Figure 1. Met1 routing.
Scale: 3 px per um. Supply wires on this layer in grey.
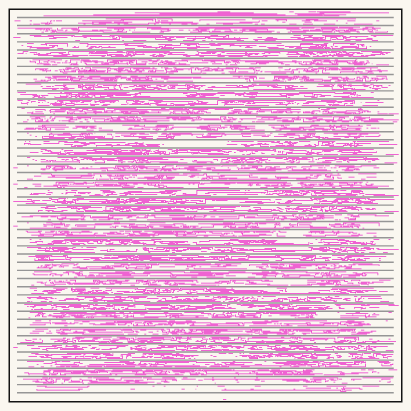
Figure 2. Signal wires by layer.
Scale: 3 px per um. Only two layers are drawn.
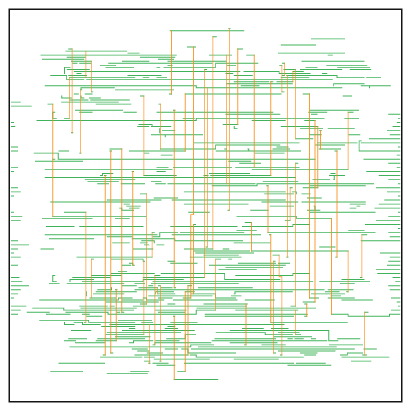
Figure 3. Gate-type map.
Scale: 4 px per um.
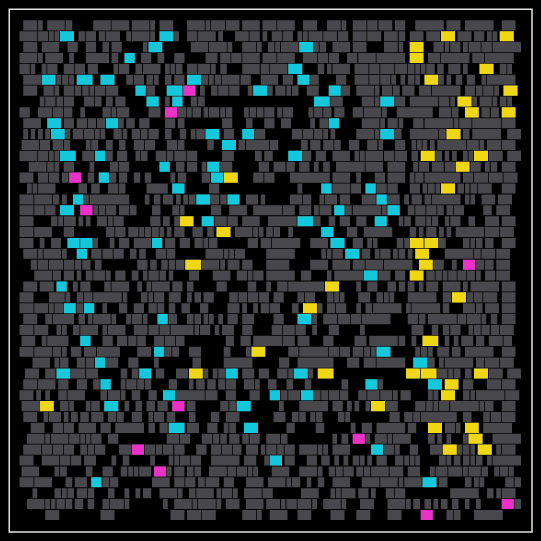
Figure 4. Zoomed window.
Region (50, 76) to (80, 106) um. Cells in grey, sequential cells in the stronger grey; small squares are vias.
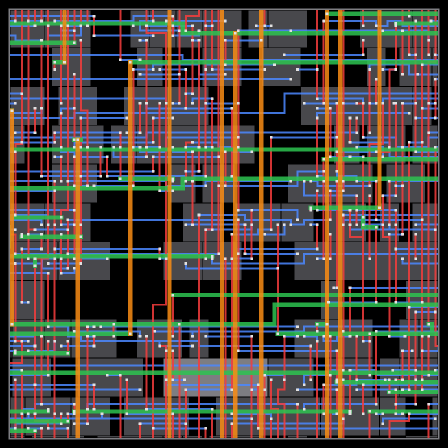
==> config.mk <==
export PLATFORM = sky130hd
export DESIGN_NAME = ula_seq_exec
export DESIGN_NICKNAME = d
export VERILOG_FILES = /design/src/rtl/ula_seq_exec.sv
export SDC_FILE = /design/constraint.sdc
export NUM_CORES = 1
export LEC_CHECK = 0
export CAP_MARGIN = 20
export CORE_MARGIN = 2
export CORE_UTILIZATION = 55
export DETAILED_ROUTE_END_ITERATION = 6
export HOLD_SLACK_MARGIN = 0.12
export PLACE_DENSITY = 0.86
export SYNTH_ARGS = -nofsm -noshare
export SYNTH_HDL_FRONTEND = slang
export SYNTH_SLANG_ARGS = --single-unit
==> constraint.sdc <==
create_clock -name clk -period 4.2 [get_ports clk]
set_input_delay 0.63 -clock clk [delete_from_list [all_inputs] [get_ports clk]]
set_output_delay 0.63 -clock clk [all_outputs]
set_load 0.01 [all_outputs]
==> run_summary.xml <==
<?xml version="1.0" encoding="UTF-8"?>
<metrics>
  <group name="layout">
    <metric name="design_area" unit="sq um">11500</metric>
    <metric name="layout-drive-gt1-share" unit="%">15.0</metric>
    <metric name="utilization" unit="%">72.9</metric>
    <metric name="final-seq-area" unit="sq um">861</metric>
    <metric name="most-common-layout-cells" unit="">164 x sky130_fd_sc_hd__buf_4, 136 x sky130_fd_sc_hd__nor2_1, 121 x sky130_fd_sc_hd__clkdlybuf4s50_1, 100 x sky130_fd_sc_hd__ha_1, 99 x sky130_fd_sc_hd__inv_1</metric>
    <metric name="antenna_cells_inserted" unit="">0</metric>
    <metric name="n_fill_cell" unit="">1308</metric>
    <metric name="finish.net_count" unit="">1666</metric>
    <metric name="area_delta_synth_final" unit="%">30.6</metric>
    <metric name="largest_register_ff_count" unit="">32</metric>
    <metric name="comb_area" unit="sq um">7210</metric>
  </group>
  <group name="setup_path">
    <metric name="reg2reg_slack" unit="ps">940</metric>
    <metric name="worst-path-max-fanout" unit="">4</metric>
    <metric name="critical_path_arrival" unit="ps">4280</metric>
    <metric name="path_class" unit="">input port to flop</metric>
    <metric name="req_time_crit_path" unit="ps">4390</metric>
    <metric name="worstSetupStartpointType" unit="">input port</metric>
    <metric name="worst_r2r_path_depth" unit="">13</metric>
    <metric name="cp-end-kind" unit="">flop</metric>
  </group>
  <group name="place">
    <metric name="io_buffers" unit="">121</metric>
    <metric name="cell_area_after_placement" unit="sq um">11300</metric>
    <metric name="gp_routability_congestion" unit="">1.07</metric>
    <metric name="detailedPlacementHpwl" unit="mm">30.8</metric>
  </group>
  <group name="die">
    <metric name="design.portCount" unit="">122</metric>
    <metric name="design.core.area" unit="sq um">15700</metric>
    <metric name="chip_area" unit="sq um">17000</metric>
    <metric name="rows" unit="">46</metric>
    <metric name="core_util_floorplan" unit="%">55.9</metric>
    <metric name="chipWidth" unit="um">130</metric>
    <metric name="die.size.y" unit="um">130</metric>
  </group>
  <group name="final_timing">
    <metric name="timing.final.max_slew_violations" unit="">0</metric>
    <metric name="clock.fmax" unit="GHz">0.244</metric>
    <metric name="post-route-period-util" unit="%">97.5</metric>
    <metric name="rsz_0062_raised_after_global_routing" unit="">yes</metric>
    <metric name="least_margin_pin_slew" unit="ps">994</metric>
    <metric name="report.final.hold_viol_count" unit="">0</metric>
    <metric name="finalWorstPathRequiredPeriod" unit="ps">4090</metric>
    <metric name="fin_worst_skew" unit="ps">14.7</metric>
    <metric name="max_slew_headroom" unit="%">33.4</metric>
    <metric name="setup_viol_count_final" unit="">0</metric>
  </group>
  <group name="global_routing">
    <metric name="grt.overflow.total" unit="">0</metric>
    <metric name="initial_antenna_violation_count" unit="">0</metric>
    <metric name="grt_start_max_net_pins" unit="">46</metric>
    <metric name="first_global_vias" unit="">10402</metric>
    <metric name="grt_pass1_wl" unit="mm">58.3</metric>
  </group>
  <group name="cts">
    <metric name="ctsRootBufferMaster" unit="">sky130_fd_sc_hd__clkbuf_16</metric>
    <metric name="clock_tree.buffer_depth" unit="">2</metric>
    <metric name="cts_max_level" unit="">2</metric>
    <metric name="clock_sink_count" unit="">43</metric>
    <metric name="clock_insertion_delay_worst_skew" unit="ps">310</metric>
    <metric name="cts.reportedPaths.clkPinSlew" unit="ps">70</metric>
    <metric name="cts-buffers-inserted" unit="">5</metric>
    <metric name="cts_post_setup_buffers_inserted" unit="">0</metric>
    <metric name="tritoncts" unit="">built</metric>
  </group>
  <group name="worst_hold_path">
    <metric name="hold_depth" unit="">2</metric>
    <metric name="worst_min_delay_path_category" unit="">flop to flop</metric>
  </group>
  <group name="logic_synthesis">
    <metric name="yosys-stat-area" unit="sq um">8780</metric>
    <metric name="edff_count_synth" unit="">0</metric>
    <metric name="postSynth.topFlopCell" unit="">sky130_fd_sc_hd__dfxtp_1</metric>
    <metric name="postSynth.asyncResetShare" unit="%">0</metric>
    <metric name="floorplan.nets" unit="">1455</metric>
    <metric name="syn_inst" unit="">1270</metric>
    <metric name="ys_types" unit="">84</metric>
    <metric name="yosys_warnings" unit="">0</metric>
    <metric name="ys_cells" unit="">1270</metric>
    <metric name="postSynthAreaPerCell" unit="sq um">6.91</metric>
    <metric name="ys_seq_share" unit="%">9.81</metric>
    <metric name="synth-seq-cells" unit="">43</metric>
    <metric name="synth.cell_area" unit="sq um">8780</metric>
  </group>
  <group name="power">
    <metric name="power-per-cell-area" unit="nW/um^2">258</metric>
    <metric name="static-leakage-power" unit="nW">5.10</metric>
    <metric name="ir_worst_vdd" unit="uV">185</metric>
  </group>
  <group name="route">
    <metric name="detail_route.iter0.violations" unit="">1579</metric>
    <metric name="drt-pass1-iter-count" unit="">6</metric>
    <metric name="vias_per_cell" unit="">6.74</metric>
    <metric name="antenna_violating_nets_post_route" unit="">0</metric>
    <metric name="drc" unit="">0</metric>
  </group>
  <group name="run">
    <metric name="max_cap_violations" unit="">0</metric>
    <metric name="stage_log_warnings" unit="">93</metric>
  </group>
  <group name="outcome">
    <metric name="status" unit="">finished, final reports clean</metric>
  </group>
</metrics>
About Figure 1:
- longest straight run: 98.4 um
- nets with wire on the layer: 1481
met1 track utilization from global routing: 60.8%
total via count after detailed routing: 11447
Total Routed Length: 38.9 mm

About Figure 2:
- M4: orange (wire length 1840 um)
- M3: green (wire length 5360 um)
GRT Util Overall: 44.7%
routed wire length per instance: 22.9 um

About Figure 3:
- non-inverting ao/oa cells: cyan (cells 83)
- xor and xnor cells: magenta (cells 11; where widely spread)
- mux cells: yellow (cells 43)
combinational fraction of the cell area: 62.9%
final cell count without fillers: 1698
most instantiated logic cell after routing: sky130_fd_sc_hd__buf_4

About Figure 4:
- M1: blue
- M2: red
- M4: orange
- M3: green
- most frequent: buf_4 (12), nor2_1 (6), a21oi_1 (5)
- cells with their middle in the window: 77
- sequential cells in the window: 1

synth_stat cells, drive strengths merged (7+ instances only):
cell     number  area share, %
a2111oi      12            1.6
a211oi       37            3.2
a21o         14            1.2
a21oi       100            5.8
a221o        22            2.5
a221oi       38            3.8
a22oi        15            1.3
a31oi        18            1.3
and2         11           0.78
and3         11           0.84
buf          33            1.9
clkbuf       56            2.4
dfxtp        43            9.8
ha          100             14
inv          99            4.2
mux2i        39            4.4
nand2        97            4.2
nand2b        9           0.64
nand3        22            1.3
nand4        10           0.71
nor2        138            5.9
nor2b        20            1.4
nor3         37            2.4
nor4         21            1.5
o211ai       11           0.94
o21a          9           0.77
o21ai        82            4.8
o21bai       11           0.94
o31ai        17            1.5
o41ai         7           0.70
or2          10           0.71
or3           8           0.57
xnor2        10            1.0
final cells by class:
class,instances,share of cell area [%]
well taps,216,2.36
multi-input cells,1039,62.9
flip-flops and latches,43,7.51
repair buffers,293,22.7
clock buffers,6,1.12
clock inverters,2,0.109
inverters,99,3.24
report_power, final:
| group | switching (W) | internal, W |
|---|---|---|
| logic | 0.00110 | 0.000824 |
| registers | 0.000134 | 0.000479 |
| clock network | 0.000194 | 0.000221 |
| total | 0.00143 | 0.00152 |
through the flow:
stage | hold slack, ps | setup TNS [ps] | setup slack, ps | total power (W) | std cells
after detailed placement | 513 | -632 | -592 | 0.00246 | 1690
after floorplan | 496 | 0 | 868 | 0.00163 | 1270
after global placement | 487 | -611 | -572 | 0.00242 | 1690
after global routing | 552 | -49.0 | -46.4 | 0.00310 | 1698
final | 522 | 0 | 106 | 0.00295 | 1698
after CTS | 522 | 0 | 162 | 0.00287 | 1698
layer usage:
| metal | vias up | routed length, um | GRT usage (%) |
|---|---|---|---|
| met5 | - | 0 | 0 |
| li1 | 5182 | - | - |
| met1 | 5248 | 15500 | 60.8 |
| met3 | 139 | 5360 | 12.2 |
| met4 | 0 | 1840 | 18.7 |
| met2 | 878 | 16100 | 66.7 |
timing repair:
| item | in CTS | in global routing |
|---|---|---|
| gates resized | 2 | 3 |
| hold buffers | 0 | 0 |
| setup endpoints to repair | 1 | 3 |
| pin swaps | 0 | 0 |
kinds of logic after synthesis:
logic type | synth area share, %
flip-flops | 9.81
XOR/XNOR | 1.10
AND/OR/NAND/NOR | 22.7
buffers and inverters | 8.55
AND-OR/OR-AND | 38.2
multiplexers | 4.96
adder cells (fa/ha/maj) | 14.7
worst max-delay path, cell delays in order:
cell and delay [ps]:
sky130_fd_sc_hd__clkdlybuf4s50_1 630, sky130_fd_sc_hd__inv_1 110, sky130_fd_sc_hd__ha_1 330, sky130_fd_sc_hd__nor3_1 80, sky130_fd_sc_hd__a2111oi_4 410, sky130_fd_sc_hd__o311ai_2 170, sky130_fd_sc_hd__a2111oi_2 570, sky130_fd_sc_hd__nor2_1 190
sky130_fd_sc_hd__a211oi_1 410, sky130_fd_sc_hd__buf_4 190, sky130_fd_sc_hd__nor3_1 40, sky130_fd_sc_hd__nand3b_1 180, sky130_fd_sc_hd__a2111oi_0 340
Power figures rest on the tool's default switching activity, not on a simulated workload.
